**Run 1: cell outlines without signal wires**

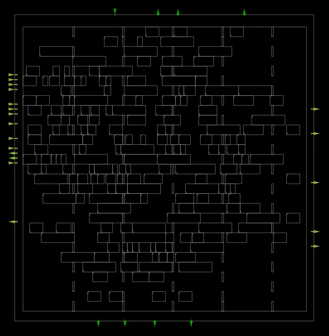
**Run 1: cell area per tile**

Scale bar: 20 µm. The die is cut into 8 by 8 equal tiles; white is low, dark blue is high, 0 to 100% covered.
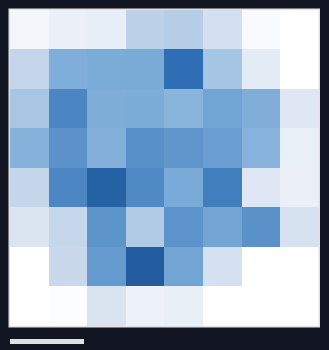
**Run 1: sequential cells colored by netlist name**

Scale bar: 20 µm. Other sequential cells in the stronger gray, the rest of the logic in the fainter gray.
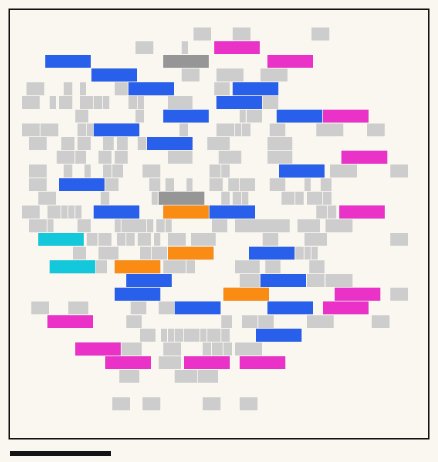
**Run 1: wires at chosen ports, followed through buffers**

Scale bar: 20 µm.
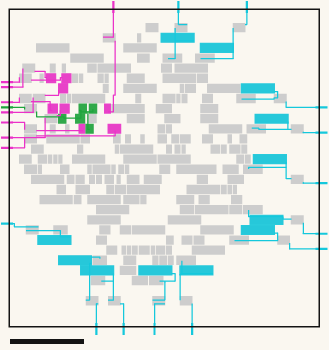
[config.mk]
export PLATFORM = sky130hd
export DESIGN_NAME = seq_bin_to_bcd
export DESIGN_NICKNAME = d
export VERILOG_FILES = /design/src/rtl/bcd_pkg.sv /design/src/rtl/bcd_dabble_cell.sv /design/src/rtl/seq_bin_to_bcd.sv
export SDC_FILE = /design/constraint.sdc
export NUM_CORES = 1
export LEC_CHECK = 0
export CAP_MARGIN = 40
export CORE_AREA = 2 2 81 83
export DETAILED_ROUTE_END_ITERATION = 16
export DIE_AREA = 0 0 83 85
export GPL_ROUTABILITY_DRIVEN = 0
export PLACE_DENSITY_LB_ADDON = 0.3
export RECOVER_POWER = 25
export SLEW_MARGIN = 25
export SYNTH_ARGS = -nofsm -noshare
export SYNTH_HDL_FRONTEND = slang
export SYNTH_HIERARCHICAL = 1
export SYNTH_SLANG_ARGS = --single-unit
[constraint.sdc]
create_clock -name clk -period 2.1 [get_ports clk]
set_clock_uncertainty 0.05 [all_clocks]
set_input_delay 0.42 -clock clk [delete_from_list [all_inputs] [get_ports clk]]
set_output_delay 0.42 -clock clk [all_outputs]
set_load 0.02 [all_outputs]
[src/rtl/bcd_pkg.sv]
// Shared types and constants for the sequential binary-to-BCD converter.
package bcd_pkg;

  typedef logic [3:0] bcd_digit_t;

  typedef enum logic [1:0] {
    IDLE,
    SHIFT,
    DONE
  } b2b_state_t;

  localparam int BCD_ADJ_THRESH = 4;
  localparam int BCD_ADJ_ADD    = 3;

  // Decimal digits needed to represent 2^width-1 without overflow.
  function automatic int bcd_min_digits(input int width);
    longint unsigned maxv;
    longint unsigned pow10;
    int              d;
    maxv  = (width >= 64) ? '1 : ((64'd1 << width) - 64'd1);
    d     = 1;
    pow10 = 64'd10;
    for (int i = 0; i < 19; i++) begin
      if (maxv >= pow10) begin
        d++;
        pow10 = pow10 * 64'd10;
      end
    end
    return d;
  endfunction

endpackage

[src/rtl/bcd_dabble_cell.sv]
// One BCD digit of the double-dabble adjust step: digits above 4 get +3, no carry out.
module bcd_dabble_cell
  import bcd_pkg::*;
(
  input  bcd_digit_t digit_i,
  output bcd_digit_t digit_o
);

  assign digit_o = (digit_i > bcd_digit_t'(BCD_ADJ_THRESH))
                 ? bcd_digit_t'(digit_i + bcd_digit_t'(BCD_ADJ_ADD))
                 : digit_i;

endmodule

[src/rtl/seq_bin_to_bcd.sv]
// Iterative shift-add-3 binary-to-BCD converter, one input bit per clock, valid/ready on both sides.
// Define BIN2BCD_SIGNED_EN to treat in_bin as two's complement and expose out_neg.
module seq_bin_to_bcd
  import bcd_pkg::*;
#(
  parameter int BIN_W  = 8,
  parameter int DIGITS = 3
) (
  input  logic                clk,
  input  logic                rst_n,
  input  logic                in_valid,
  output logic                in_ready,
  input  logic [BIN_W-1:0]    in_bin,
  output logic                out_valid,
  input  logic                out_ready,
  output logic [4*DIGITS-1:0] out_bcd,
  output logic                out_ovf
`ifdef BIN2BCD_SIGNED_EN
  ,
  output logic                out_neg
`endif
);

  localparam int BCD_W = 4 * DIGITS;
  localparam int SR_W  = BCD_W + BIN_W;
  localparam int CNT_W = $clog2(BIN_W + 1);

  b2b_state_t       state_q, state_d;
  logic [CNT_W-1:0] cnt_q, cnt_d;
  logic [SR_W-1:0]  sr_q, sr_d;
  logic             ovf_q, ovf_d;
  logic [BCD_W-1:0] out_bcd_q, out_bcd_d;
  logic             out_ovf_q, out_ovf_d;
  logic [BCD_W-1:0] bcd_adj;
  logic [SR_W-1:0]  sr_adj;
  logic [BIN_W-1:0] mag;
  logic             last_shift;

  for (genvar g = 0; g < DIGITS; g++) begin : g_cell
    bcd_dabble_cell u_cell (
      .digit_i (sr_q[BIN_W + 4*g +: 4]),
      .digit_o (bcd_adj[4*g +: 4])
    );
  end

  assign sr_adj     = {bcd_adj, sr_q[BIN_W-1:0]};
  assign last_shift = (cnt_q == CNT_W'(BIN_W - 1));

`ifdef BIN2BCD_SIGNED_EN
  logic neg_q, neg_d;
  logic out_neg_q, out_neg_d;
  // Negating -2^(BIN_W-1) wraps to itself, which reads correctly as an unsigned magnitude.
  assign mag = in_bin[BIN_W-1] ? BIN_W'(~in_bin + 1'b1) : in_bin;
`else
  assign mag = in_bin;
`endif

  always_comb begin
    state_d   = state_q;
    cnt_d     = cnt_q;
    sr_d      = sr_q;
    ovf_d     = ovf_q;
    out_bcd_d = out_bcd_q;
    out_ovf_d = out_ovf_q;
`ifdef BIN2BCD_SIGNED_EN
    neg_d     = neg_q;
    out_neg_d = out_neg_q;
`endif
    case (state_q)
      IDLE: begin
        if (in_valid) begin
          sr_d    = {{BCD_W{1'b0}}, mag};
          ovf_d   = 1'b0;
          cnt_d   = '0;
`ifdef BIN2BCD_SIGNED_EN
          neg_d   = in_bin[BIN_W-1];
`endif
          state_d = SHIFT;
        end
      end
      SHIFT: begin
        sr_d  = {sr_adj[SR_W-2:0], 1'b0};
        // Any bit pushed out of the top digit means the value needs more digits.
        ovf_d = ovf_q | sr_adj[SR_W-1];
        cnt_d = cnt_q + 1'b1;
        if (last_shift) begin
          state_d   = DONE;
          out_bcd_d = sr_d[SR_W-1 -: BCD_W];
          out_ovf_d = ovf_d;
`ifdef BIN2BCD_SIGNED_EN
          out_neg_d = neg_q;
`endif
        end
      end
      DONE: begin
        if (out_ready) state_d = IDLE;
      end
      default: state_d = IDLE;
    endcase
  end

  always_ff @(posedge clk or negedge rst_n) begin
    if (!rst_n) begin
      state_q   <= IDLE;
      cnt_q     <= '0;
      sr_q      <= '0;
      ovf_q     <= 1'b0;
      out_bcd_q <= '0;
      out_ovf_q <= 1'b0;
`ifdef BIN2BCD_SIGNED_EN
      neg_q     <= 1'b0;
      out_neg_q <= 1'b0;
`endif
    end else begin
      state_q   <= state_d;
      cnt_q     <= cnt_d;
      sr_q      <= sr_d;
      ovf_q     <= ovf_d;
      out_bcd_q <= out_bcd_d;
      out_ovf_q <= out_ovf_d;
`ifdef BIN2BCD_SIGNED_EN
      neg_q     <= neg_d;
      out_neg_q <= out_neg_d;
`endif
    end
  end

  assign in_ready  = (state_q == IDLE);
  assign out_valid = (state_q == DONE);
  assign out_bcd   = out_bcd_q;
  assign out_ovf   = out_ovf_q;
`ifdef BIN2BCD_SIGNED_EN
  assign out_neg   = out_neg_q;
`endif

  // With enough digits for the full input range, overflow is impossible.
  a_no_ovf_when_wide: assert property (@(posedge clk) disable iff (!rst_n)
    (out_valid && (DIGITS >= bcd_min_digits(BIN_W))) |-> !out_ovf);

endmodule
==> impl_metrics.py, run 1 <==
# Flow results
metrics = {
    "pwr": {
        "p_comb_share_pct": 46.0,
        "p_switching_w": 0.001365,
        "swShare_pct": 35.68,
        "clkPwrFrac_pct": 17.9,
    },
    "cts": {
        "cts_max_path_buffers": 2,
        "cts_num_sinks": 40,
        "clockRootBuffer": "clkbuf_8",
        "clk_pin_slew_ns": 0.08,
    },
    "layout": {
        "combGateArea_um2": 858.3,
        "layout_top_cells": "dfrtp_1 (40), clkdlybuf4s50_1 (25), o21ai_0 (16), inv_1 (14), a22o_1 (13)",
        "flop_area_mm2": 0.001001,
        "instances_no_fill": 280,
        "syn_to_final_growth_pct": 22.75,
        "lay_top_count": "dfrtp_1",
    },
    "drt": {
        "drtIter0Drc": 87,
        "vias": 1364,
        "drt-pass1-iter-count": 4,
        "drt-total-wl_mm": 3.772,
        "drtAntennaViolNets": 0,
    },
    "floorplanning": {
        "die_w_um": 83,
        "die_h_um": 85,
        "dieArea_mm2": 0.007055,
        "core_util_floorplan_pct": 31.82,
        "fp.coreArea_mm2": 0.006205,
    },
    "placed_design": {
        "dp_hpwl_mm": 2.605,
        "dp_slack_ns": 0.3918,
    },
    "final_timing": {
        "fmax_ghz": 0.5123,
        "slew_viol_final": 0,
        "fin_crit_ns": 1.952,
        "final.period_utilization_pct": 92.96,
        "max-slew-margin-rel_pct": 37.77,
    },
    "status": {
        "status": "finished clean",
    },
    "yosys": {
        "ff_type": "dfrtp_1",
        "top_cell": "dfrtp_1",
        "avgSynthCellArea_um2": 11.48,
        "yosys.area.top_type": "dfrtp_1",
        "synth-edff-count": 0,
        "fp_nets": 191,
    },
    "setup_path": {
        "critPathKind": "flop to primary output",
        "cp-end-kind": "primary output",
        "arrival_ns": 1.48,
        "path_max_fanout": 5,
        "startpoint_type": "flop",
        "ff2ff_path_depth": 4,
        "endpoint": "out_valid",
    },
    "flow_run": {
        "tool_warnings": 29,
    },
    "grt": {
        "grtUsageTotal_pct": 11.90,
        "grt_overflow": 0,
        "grt_max_degree": 25,
        "antenna_found_initial": 0,
    },
}
Back to the opening pictures, 'cell outlines without signal wires':
final cell utilization of the core: 39.06%
Fillers: 610

Back to the opening pictures, 'cell area per tile':
densest ninth of the die	middle
emptiest ninth of the die	bottom right
nearly empty tiles	16%
tiles over 75% full	3.1%
fullest tile	82%

Back to the opening pictures, 'sequential cells colored by netlist name':
netlist name	color	sequential cells
out_bcd	magenta	12
cnt_q	orange	4
sr_q	blue	20
state_q	cyan	2
not colored	2

Back to the opening pictures, 'wires at chosen ports, followed through buffers':
port	color	bits	direction	edge	end cells	buffers	wire
in_valid	green	1	input	left	5	1	29.6 µm
out_bcd	cyan	12	output	5 right, 4 bottom, 2 top, 1 left	12	12	252 µm
in_bin	magenta	8	input	7 left, 1 top	8	8	144 µm
io pins: 27
port bufs: 26

run 1: critical path, cell delays in order, from the launching register on:
cell	delay, ns
dfrtp_1	0.42
nor2_1	0.15
clkdlybuf4s50_1	0.62
run 1: routing by layer:
metal,global-route usage [%],up-vias,routed length (µm)
met5,0,-,0
met4,4.620,0,48
met3,3.794,6,148
met2,18.62,27,1696
met1,15.44,663,1879
li1,-,668,-
run 1: cells by family after synthesis:
| kind of cell | count (synthesis) | share of synthesized area (%) |
|---|---|---|
| AOI/OAI and AO/OA | 53 | 18.38 |
| xor gates and xnor gates | 3 | 1.331 |
| adders and majority gates | 7 | 4.436 |
| buffers and inverters | 22 | 5.830 |
| DFF | 40 | 50.70 |
| muxes | 18 | 11.47 |
| and+or+nand+nor | 29 | 7.858 |
run 1: power groups by stage:
stage / clock (W) / combinational (W) / sequential [W]
floorplan: 0 / 0.00117 / 0.00148
CTS: 0.000712 / 0.00180 / 0.00138
detailed placement: 0 / 0.00179 / 0.00139
global placement: 0 / 0.00175 / 0.00139
global route: 0.000747 / 0.00195 / 0.00143
finish: 0.000684 / 0.00176 / 0.00138
run 1: state kept, by name (all words and copies together), names as in the netlist:
| register | cells |
|---|---|
| cnt_q | 4 |
| out_bcd | 12 |
| out_ovf | 1 |
| ovf_q | 1 |
| sr_q | 20 |
| state_q | 2 |
run 1: layout make-up:
class,count,share of cell area [%]
sequential,40,41.30
clock buffer,7,3.975
multi-input combinational,110,35.42
inverter,14,2.168
clock inverter,1,1.239
tap,77,3.975
timing repair buffer,31,11.93
run 1: metrics by stage:
step | power [W] | area, µm²
floorplan | 0.002645 | 1974
global placement | 0.003142 | 2313
detailed placement | 0.003182 | 2313
CTS | 0.003890 | 2440
global route | 0.004130 | 2424
finish | 0.003826 | 2424
==> run 1 -> run 2 <==
clock period = 2 ns   (was 2.1 ns; I/O delays follow)
**Run 2: sequential cells colored by netlist name**

Scale bar: 20 µm. Other sequential cells in the stronger gray, the rest of the logic in the fainter gray.
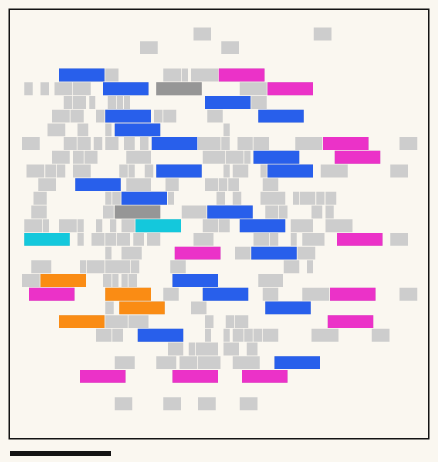
netlist name	color	sequential cells
cnt_q	orange	4
out_bcd	magenta	12
state_q	cyan	2
sr_q	blue	20
Power Sequential: 0.00146 W
register area: 0.001001 mm²
sequential fraction of total cell area: 41.93%

**Run 2: wires at chosen ports, followed through buffers**

Scale bar: 20 µm.
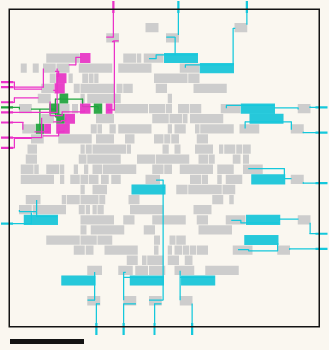

**Run 2: cell outlines without signal wires**

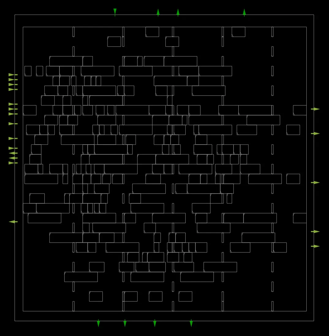
Fillers: 604
core box area: 0.006205 mm²
Non-Filler Instances: 280
# Taps: 77
final cell utilization of the core: 38.48%

==> run 2 against run 1 <==
  * Sequential power grew 6%
  * Critical path depth is the same
  * Sequential share of layout area rose by 0.63 points
  * Synthesized area stayed put
  * Via count down 0.15%
  * Non-clock buffer count unchanged
  * Critical path type unchanged
  * First-iteration DRC count shrank 51%
  * Combinational power rose by 5%
  * Routed wire length up 0.24%
==> impl_metrics.py, run 2 <==
# Flow results
metrics = {
    "drt": {
        "drt-total-wl_mm": 3.781,
        "drtIter0Drc": 43,
        "drt-pass1-iter-count": 4,
    },
    "layout": {
        "largest-register": "sr_q",
        "layout_top_cells": "dfrtp_1 (40), clkdlybuf4s50_1 (24), o21ai_0 (16), inv_1 (14), a22o_1 (13)",
        "syn_to_final_growth_pct": 20.91,
        "design_area_mm2": 0.002387,
    },
    "pwr": {
        "power.total_w": 0.003844,
        "p_switching_w": 0.001420,
        "p_comb_w": 0.00184,
        "swShare_pct": 36.94,
        "top_power_group": "combinational logic",
        "clkPwrFrac_pct": 14.3,
        "p_clk_w": 0.000548,
        "p_comb_share_pct": 47.8,
    },
    "setup_path": {
        "startpoint_type": "flop",
        "path_max_fanout": 6,
        "critPathKind": "flop to primary output",
        "arrival_ns": 1.45,
        "cp-end-kind": "primary output",
    },
    "grt": {
        "grtUsageTotal_pct": 11.81,
        "grt_max_degree": 41,
        "grt_overflow": 0,
        "antenna_found_initial": 0,
    },
    "flow_run": {
        "tool_warnings": 29,
    },
    "cts": {
        "cts_num_sinks": 40,
        "clockRootBuffer": "clkbuf_8",
        "cts_max_path_buffers": 2,
    },
    "final_timing": {
        "slew_viol_final": 0,
        "fmax_ghz": 0.5274,
        "final.period_utilization_pct": 94.81,
        "fin_crit_ns": 1.896,
    },
    "floorplanning": {
        "core_util_floorplan_pct": 31.82,
    },
    "status": {
        "status": "finished clean",
    },
    "placed_design": {
        "port_buffers": 26,
        "dp_hpwl_mm": 2.565,
        "dp_slack_ns": 0.2719,
    },
    "yosys": {
        "ff_type": "dfrtp_1",
        "yosys.area.top_type": "dfrtp_1",
    },
}
run 2: cell counts after synthesis:
No cell type changed its count.
run 2: layer usage:
metal	track usage, %	wire [µm]
met1	15.35	1847
met2	18.70	1712
met3	3.113	139
met4	5.067	81
met5	0	0
run 2: layout make-up:
| type | count | area, µm² | share of cell area [%] |
|---|---|---|---|
| repair buffers | 31 | 289.0 | 12.11 |
| well taps | 77 | 96.34 | 4.036 |
| clock buffers | 8 | 90.09 | 3.774 |
| flip-flops and latches | 40 | 1001 | 41.93 |
| inverters | 14 | 52.55 | 2.201 |
| multi-input cells | 110 | 858.3 | 35.95 |
run 2: worst paths after layout:
| check | start | to | slack (ns) | cells past startpoint |
|---|---|---|---|---|
| worst max-delay path | state_q[0] | in_ready | 0.10 | 2 |
| worst min-delay path | rst_n | sr_q[3] | 0.29 | 2 |
| worst max register to register | state_q[0] | out_bcd[2] | 0.46 | 3 |
| worst min register to register | sr_q[3] | sr_q[3] | 0.45 | 2 |
| max in group asynchronous | rst_n | out_bcd[8] | 0.99 | 2 |
| min in group clk | sr_q[3] | sr_q[3] | 0.45 | 2 |
run 2: worst max-delay path: stages, from the launching register on:
cell and delay, ns:
dfrtp_1 0.42, nor2_1 0.12, clkdlybuf4s50_1 0.62
run 2: timing repair:
item / 4_1_cts / 5_1_grt
gates resized: 1 / 0
hold endpoints to repair: 0 / 0
endpoints found under the setup margin: 1 / 0
run 2: cell families (layout without fill, tap and decap cells):
group | after synthesis | in the layout | share of synthesized area [%]
xor gates and xnor gates | 3 | 3 | 1.331
AOI/OAI and AO/OA | 53 | 53 | 18.38
DFF | 40 | 40 | 50.70
and+or+nand+nor | 29 | 29 | 7.858
muxes | 18 | 18 | 11.47
buffers and inverters | 22 | 53 | 5.830
adders and majority gates | 7 | 7 | 4.436
==> run 2 -> run 3 <==
SKIP_LAST_GASP = 1   (was unset)
SLEW_MARGIN = unset   (was 25)
**Run 3: cell area per tile**

Scale bar: 20 µm. The die is cut into 8 by 8 equal tiles; white is low, dark blue is high, 0 to 100% covered.
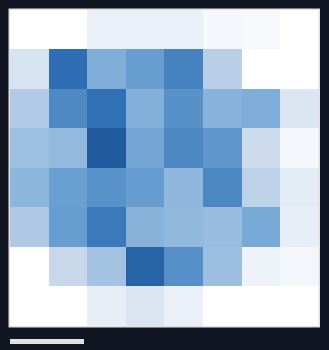
Starting Density: 31.82%

**Run 3: sequential cells colored by netlist name**

Scale bar: 20 µm. Other sequential cells in the stronger gray, the rest of the logic in the fainter gray.
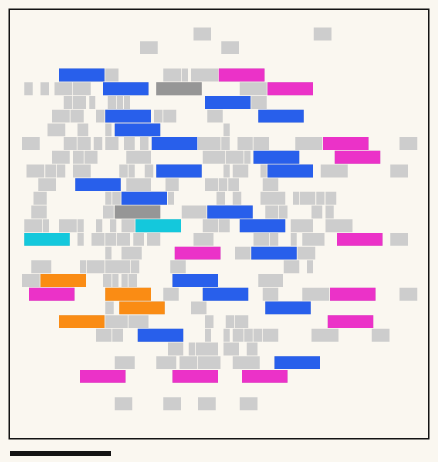
netlist name	color	sequential cells
state_q	cyan	2
out_bcd	magenta	12
cnt_q	orange	4
sr_q	blue	20
not colored	2

==> run 3 against run 2 <==
  * First-iteration DRC count did not move
  * Clock power barely moved
  * Critical path type unchanged
  * Critical endpoint unchanged
  * Clock-buffer cell count did not move
  * Sequential share of layout area did not move
  * Utilization did not move
  * Global-route usage did not move
  * Largest cell class unchanged
  * Non-clock buffer count did not move
==> impl_metrics.py, run 3 <==
# Flow results
metrics = {
    "setup_path": {
        "cp_slowest_cell": "clkdlybuf4s50_1",
        "arrival_ns": 1.45,
        "cp_cell_sequence": "nor2_1, clkdlybuf4s50_1",
        "critPathMaxStageDelay_ns": 0.62,
        "rr_startpoint": "state_q[0]",
    },
    "layout": {
        "largest_reg_flops": 20,
        "layout_top_cells": "dfrtp_1 (40), clkdlybuf4s50_1 (24), o21ai_0 (16), inv_1 (14), a22o_1 (13)",
        "largest-register": "sr_q",
        "design_area_mm2": 0.002387,
    },
    "drt": {
        "drt-pass1-iter-count": 4,
        "drtIter0Drc": 43,
        "vias": 1362,
    },
    "grt": {
        "antenna_found_initial": 0,
        "grtUsageTotal_pct": 11.81,
        "met3_usage_pct": 3.113,
        "grt_max_degree": 41,
        "use_met2_pct": 18.70,
        "busiest_layer": "met2",
    },
    "final_timing": {
        "slew_viol_final": 0,
        "fmax_ghz": 0.5274,
        "final.period_utilization_pct": 94.81,
        "fin_crit_ns": 1.896,
        "max-slew-margin-rel_pct": 34.21,
    },
    "floorplanning": {
        "dieArea_mm2": 0.007055,
        "die_w_um": 83,
        "die_h_um": 85,
        "fp.coreArea_mm2": 0.006205,
        "boundaryPins": 27,
    },
    "yosys": {
        "yosys.area.top_type": "dfrtp_1",
        "fp_nets": 191,
        "ff_type": "dfrtp_1",
        "avgSynthCellArea_um2": 11.48,
        "top_cell": "dfrtp_1",
    },
    "flow_run": {
        "tool_warnings": 29,
    },
    "cts": {
        "ctsResizeCount": 1,
        "cts_max_path_buffers": 2,
        "clockRootBuffer": "clkbuf_8",
        "cts_num_sinks": 40,
    },
    "status": {
        "status": "finished clean",
    },
    "placed_design": {
        "dp_hpwl_mm": 2.565,
        "dp_slack_ns": 0.2719,
    },
}
**Run 3: wires at chosen ports, followed through buffers**

Scale bar: 20 µm.
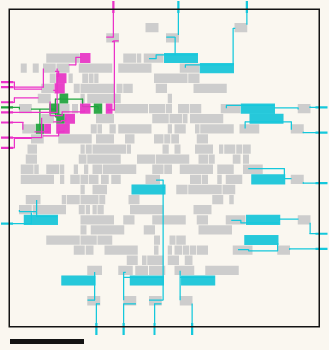
port	color	bits	direction	edge	end cells	buffers	wire
in_bin	magenta	8	input	7 left, 1 top	8	8	150 µm
in_valid	green	1	input	left	5	1	34.2 µm
out_bcd	cyan	12	output	5 right, 4 bottom, 2 top, 1 left	12	12	293 µm

==> run 3: worst paths after layout <==
path	end	cells after the start
setup / recovery	in_ready	2
hold / removal	sr_q[3]	2
max in group asynchronous	out_bcd[8]	2
hold reg to reg	sr_q[3]	2
min in group clk	sr_q[3]	2
setup reg to reg	out_bcd[2]	3
==> run 3: kinds of logic after synthesis <==
| logic type | Yosys count | share of synthesized area, % |
|---|---|---|
| buffers and inverters | 22 | 5.830 |
| adders and majority gates | 7 | 4.436 |
| DFF | 40 | 50.70 |
| and+or+nand+nor | 29 | 7.858 |
| AOI/OAI and AO/OA | 53 | 18.38 |
| muxes | 18 | 11.47 |
| xor gates and xnor gates | 3 | 1.331 |
==> run 3: layer usage <==
layer,part of all wire [%],up-vias,wire (µm)
li1,-,664,-
met1,49,660,1847
met2,45,29,1712
met3,3.7,9,139
met4,2.1,0,81
met5,0,-,0
==> run 3: layout make-up <==
| class | count | area (µm²) |
|---|---|---|
| Tap cell | 77 | 96.34 |
| Inverter | 14 | 52.55 |
| Multi-Input combinational cell | 110 | 858.3 |
| Clock buffer | 8 | 90.09 |
| Sequential cell | 40 | 1001 |
| Fill cell | 604 | 3817 |
| Timing Repair Buffer | 31 | 289.0 |
==> run 3: worst max-delay path, delay by kind of cell (launching register included) <==
family        cells  cell delay (ns)
simple gates      1             0.12
flops             1             0.42
buf+inv           1             0.62
==> run 3: power by group <==
group	internal [W]	total, W	switching [W]
combinational	0.000980	0.00184	0.000858
sequential	0.00116	0.00146	0.000295
clock	0.000281	0.000548	0.000267
Power figures rest on the tool's default switching activity, not on a simulated workload.
